==> config.mk <==
export PLATFORM = sky130hd
export DESIGN_NAME = issue_scoreboard_flat
export DESIGN_NICKNAME = d
export VERILOG_FILES = /design/src/rtl/issue_scoreboard_pkg.sv /design/src/rtl/issue_scoreboard_if.sv /design/src/rtl/issue_scoreboard_sb_match.sv /design/src/rtl/issue_scoreboard.sv /design/src/flat_wrapper.sv
export SDC_FILE = /design/constraint.sdc
export NUM_CORES = 1
export LEC_CHECK = 0
export ABC_AREA = 0
export CAP_MARGIN = 20
export CORE_MARGIN = 3
export CORE_UTILIZATION = 44
export DETAILED_ROUTE_END_ITERATION = 7
export DONT_BUFFER_PORTS = 1
export MAX_ROUTING_LAYER = met4
export PLACE_DENSITY = 0.64
export SYNTH_ARGS = -nofsm -noshare
export SYNTH_HDL_FRONTEND = slang
export SYNTH_SLANG_ARGS = --single-unit
==> constraint.sdc <==
create_clock -name clk -period 2.9 [get_ports clk]
set_input_delay 0.435 -clock clk [delete_from_list [all_inputs] [get_ports clk]]
set_output_delay 0.435 -clock clk [all_outputs]
set_load 0.01 [all_outputs]
Layout detail:
Window x 22 to 72, y 41 to 91 µm. Cells in grey, sequential cells in the stronger grey; small squares are vias.
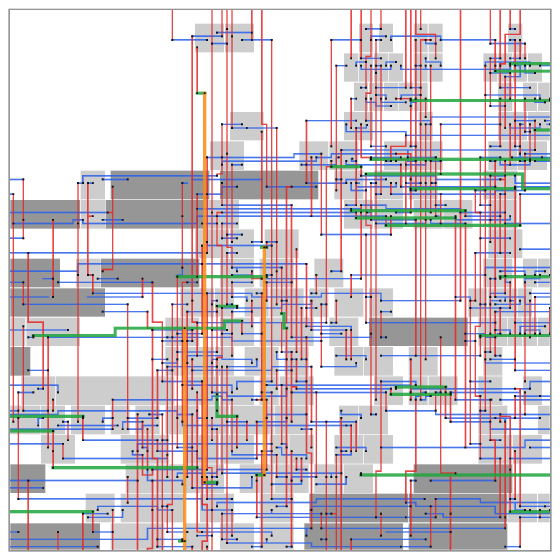
colour	layer
green	metal 3
orange	metal 4
red	metal 2
blue	metal 1
most frequent	nand2_1 (32), xnor2_1 (23), a22oi_1 (15)
cells with their middle in the window	152
sequential cells in the window	14

Supply network:
(4 px per µm) Pins as bars on the die edge.
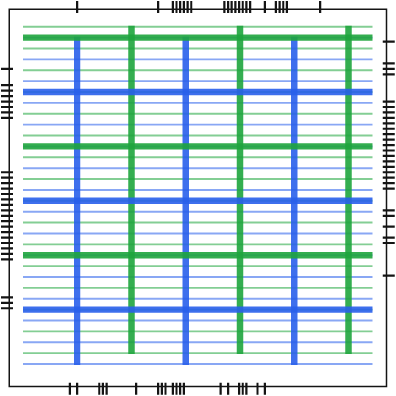
colour	net
blue	VSS
green	VDD
met1 rails	32
met4 straps	6
CORE AREA: 0.00737 mm²
DIE HEIGHT: 93.9 µm
width of the die: 93.9 µm
largest vdd supply drop: 0.246 mV

Cells by drive strength:
(3 px per µm)
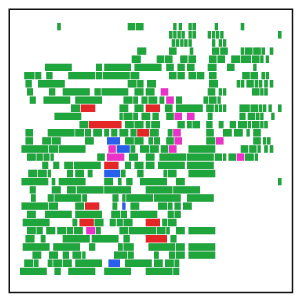
colour	size	cells
red	_6 and larger	9
blue	_2 cells	5
green	_0 and _1 cells	338
magenta	_3 and _4 cells	12
non-clock buffer total of the final layout: 12
least setup slack across all paths after layout: 0.346 ns
final instance area: 0.00359 mm²
layout overhead on the synthesized area: 5.44%

==> impl.org <==
* Implementation run

** Floorplanning
- The die covers between 0.008 and 0.009 mm².
- The initial utilization of the core area, before any placement, comes to 46.2%.
- During tapcell insertion the tool placed a little under 100 well taps.
- 97 I/O pins were placed.
- The report lists the number of standard-cell rows as 31.

** Drt
- Via Count :: between 2000 and 3000
- In the post-route report, total wirelength is listed as just under 9000 µm.
- Vias per cell :: between 5 and 6
- DRC errors left :: 6
- The first detailed-routing pass ran for 8 iterations.
- Post-DR wirelength/cell :: around 19 µm
- Antenna Nets Post-Route :: 0
- The first routing iteration left between 150 and 200 violations.

** Layout
- The layout report lists the non-clock buffer share of cell area as between 2 and 3%.
- Total area of multi-input combinational cells :: between 0.0015 and 0.002 mm²
- Ant diodes :: 0
- The register with the most flip-flops in the layout has 32 of them.
- In the final layout, flip-flops and latches take up a little under two fifths of the cell area.
- The top cell types in the final layout, fill and taps aside, are 69 x sky130_fd_sc_hd__nand2_1, 53 x sky130_fd_sc_hd__xnor2_1, 53 x sky130_fd_sc_hd__dfrtp_1, 29 x sky130_fd_sc_hd__a22oi_1, 17 x sky130_fd_sc_hd__nand4_1.
- Non-clock inverter instance count of the final layout :: 3
- The layout has 6 clock buffers.
- After the last flow step, the layout net total stands at 386.
- The layout summary lists the proportion of cells stronger than drive strength 1 as between 7 and 8%.
- Area-dominant cell class after layout :: logic gates
- The layout has between 600 and 700 filler cells.
- Flip-flop and latch count :: between 50 and 60
- According to the cell report, the number of logic gates is 288.
- Counting only logic cells after layout, the most numerous master is sky130_fd_sc_hd__nand2_1.
- For this run, the share of the core covered by cells in the final layout is 48.7%.
- The layout report lists the clock-cell share of area as 3.45%.
- Combinational share of cell area :: a little over half
- For this run, the number of standard cells in the final layout without fillers is ~460.
- The area taken by sequential standard cells is reported as 0.00133 mm².

** Setup path
- STA classifies the critical path startpoint as a flip-flop.
- STA puts the critical path data required time at roughly 2.5 ns.
- CP max FO :: 11
- The setup path with the least slack is of type reg2out.
- The slowest stage of the critical path belongs to the cell sky130_fd_sc_hd__dfrtp_1.
- FF-to-FF path depth :: 7
- The timing report gives the worst reg2reg path a setup slack of about 0.61 ns.
- Endpoint type of the worst setup path :: output port
- Crit path arrival time :: ~2.1 ns
- Top delay family on crit path :: simple AND/OR/NAND/NOR gates
- Critical path depth :: 5
- CP Cell Sequence :: xnor2_1, nand4_1, nor3_1, o31ai_2, and3_1
- Count of buffer and inverter cells on the critical path :: 0
- On the worst path, the slowest cell contributes a delay of 0.56 ns.

** Yosys
- Per the synth stats, the proportion of register bits with asynchronous set or reset is 100%.
- According to the Yosys statistics, the synthesized design has a chip area of about 0.0034 mm².
- Synth Area in Adders :: 0.368%
- For reference, the mux area share after synthesis is less than 1%.
- Yosys top cell by area :: sky130_fd_sc_hd__dfrtp_1
- Sequential element share of the synthesized area :: 39.0%
- Top comb family, area :: simple AND/OR/NAND/NOR gates
- Count of instantiated cells in the yosys netlist :: between 300 and 400
- The synthesized netlist devotes 9.74% of its cell area to compound gates.
- YS warnings :: 0
- Counting instances in the post-synthesis netlist gives the leading cell types as 69 x sky130_fd_sc_hd__nand2_1, 53 x sky130_fd_sc_hd__dfrtp_1, 53 x sky130_fd_sc_hd__xnor2_1.
- EDFF count, synth :: 0
- For this run, the leading register cell type out of synthesis is sky130_fd_sc_hd__dfrtp_1.
- Leading cell type by number of instances after synthesis :: sky130_fd_sc_hd__nand2_1
- For reference, the top cells by area after synthesis are sky130_fd_sc_hd__dfrtp_1 39%, sky130_fd_sc_hd__xnor2_1 14%, sky130_fd_sc_hd__nand2_1 7.6%.
- The top cell type by area accounts for about two fifths of the synthesized area.
- Mean post-synth cell area :: 9.15 µm²
- Post-Synth XOR/XNOR Area :: approximately 16%
- Synthesized instance count :: about 370
- Post-synthesis sequential element count :: approximately 53
- After Yosys synthesis, and, or, nand and nor cells account for slightly below 30% of the synthesized area.
- Post-Synthesis Cell Area :: 0.00340 mm²
- Netlist cell types :: 35

** CTS
- The clock H-tree reported by CTS has 2 levels.
- CTS tree :: built
- Latest clock arrival within the worst-skew pair :: 0.32 ns
- Number of sinks handled by clock tree synthesis :: 53
- For reference, the clock transition at the flip-flops on the worst setup and hold paths is between 0.1 and 0.15 ns.
- Counting along the longest clock path gives a buffer depth of 2.
- TritonCTS created 5 clock buffers.
- Root Driver :: sky130_fd_sc_hd__clkbuf_8
- CTS-repair resized insts :: 0
- Post-CTS Setup Bufs :: 0

** Pwr
- Combinational Power Share :: 4.8%
- In the power breakdown, the internal column shows between 0.001 and 0.0015 W.
- In this run switching power makes up ~23% of total power.
- Net load switching power :: 0.000313 W
- Total leakage power :: ~1.6 nW
- Total power consumption of the routed design :: roughly 0.0014 W
- Total power normalized to cell area comes to about 380 mW/mm².
- Per report_power, the clock group accounts for 39.9% of the total.
- Sequential share of power :: a little under three fifths

** Place
- Note, the detailed placer reported a final HPWL of around 6400 µm.
- The placed instances occupy a cell area of around 0.0034 mm².
- Port-buffer cells :: 0
- Place WS :: between 0.6 and 0.7 ns
- In this run, placement finished with an instance count of ~450.
- The final weighted congestion recorded by global placement is between 0.9 and 1.

** STA
- Derived from the worst setup path, the maximum achievable clock frequency is around 390 MHz.
- Between clock sinks in the finished design, the worst skew comes to between 0.01 and 0.015 ns.
- The final layout reports a setup TNS of 0 ns.
- Slew margin rel. :: between 60% and 70%
- Unrepaired setup endpoints after global routing :: false
- Tmin final :: between 2 and 3 ns
- Looking at the max-slew report, the worst-margin pin has a slew of approximately 0.54 ns.
- Counting endpoints that fail hold in the final report gives 0.
- Setup violations, final :: 0
- OpenROAD reports that the post-layout worst path occupies 88.1% of the period.
- For reference, the final report shows the max-slew violation count at 0.
- Fin Hold WS :: between 0.15 and 0.2 ns

** Global routing
- For this run the aggregate overflow at the end of global routing stands at 0.
- Largest net degree at the start of global routing :: between 50 and 60
- First-pass GRT wire length :: approximately 14000 µm
- In the global route stage, overall resource usage came out at between 20% and 30%.
- Antenna violations before repair :: 0
- Number of global-route vias before repair :: ~2600

** Run
- Maxcap violations :: 0
- OpenROAD warning count :: 26

** Status
- The final reports fail on design-rule violations.
- The flow ran to the end, but the final reports show violations.

** Min path
- Class of the tightest hold or removal check :: in2reg
- The number of cells on the worst hold path is listed as 1.
==> per-layer routing <==
| layer | vias up | GRT usage (%) | wire length, µm |
|---|---|---|---|
| met5 | - | - | 0 |
| met1 | 1314 | 27.9 | 3720 |
| met4 | 0 | 6.98 | 162 |
| met3 | 16 | 4.49 | 861 |
| li1 | 1277 | - | - |
| met2 | 151 | 31.0 | 4140 |
==> power by group through the flow <==
stage,combinational (W),clock [W],sequential (W)
2_1_floorplan,0.0000677,0,0.000762
3_3_place_gp,0.0000611,0,0.000774
3_5_place_dp,0.0000626,0,0.000775
4_1_cts,0.0000629,0.000558,0.000760
5_1_grt,0.0000743,0.000586,0.000762
6_report,0.0000664,0.000549,0.000760
==> timing repair <==
action,4_1_cts,5_1_grt
hold endpoints to repair,0,16
hold buffers,0,1
setup endpoints to repair,0,0
No activity file was given, so power comes from the tool's default toggle rates.
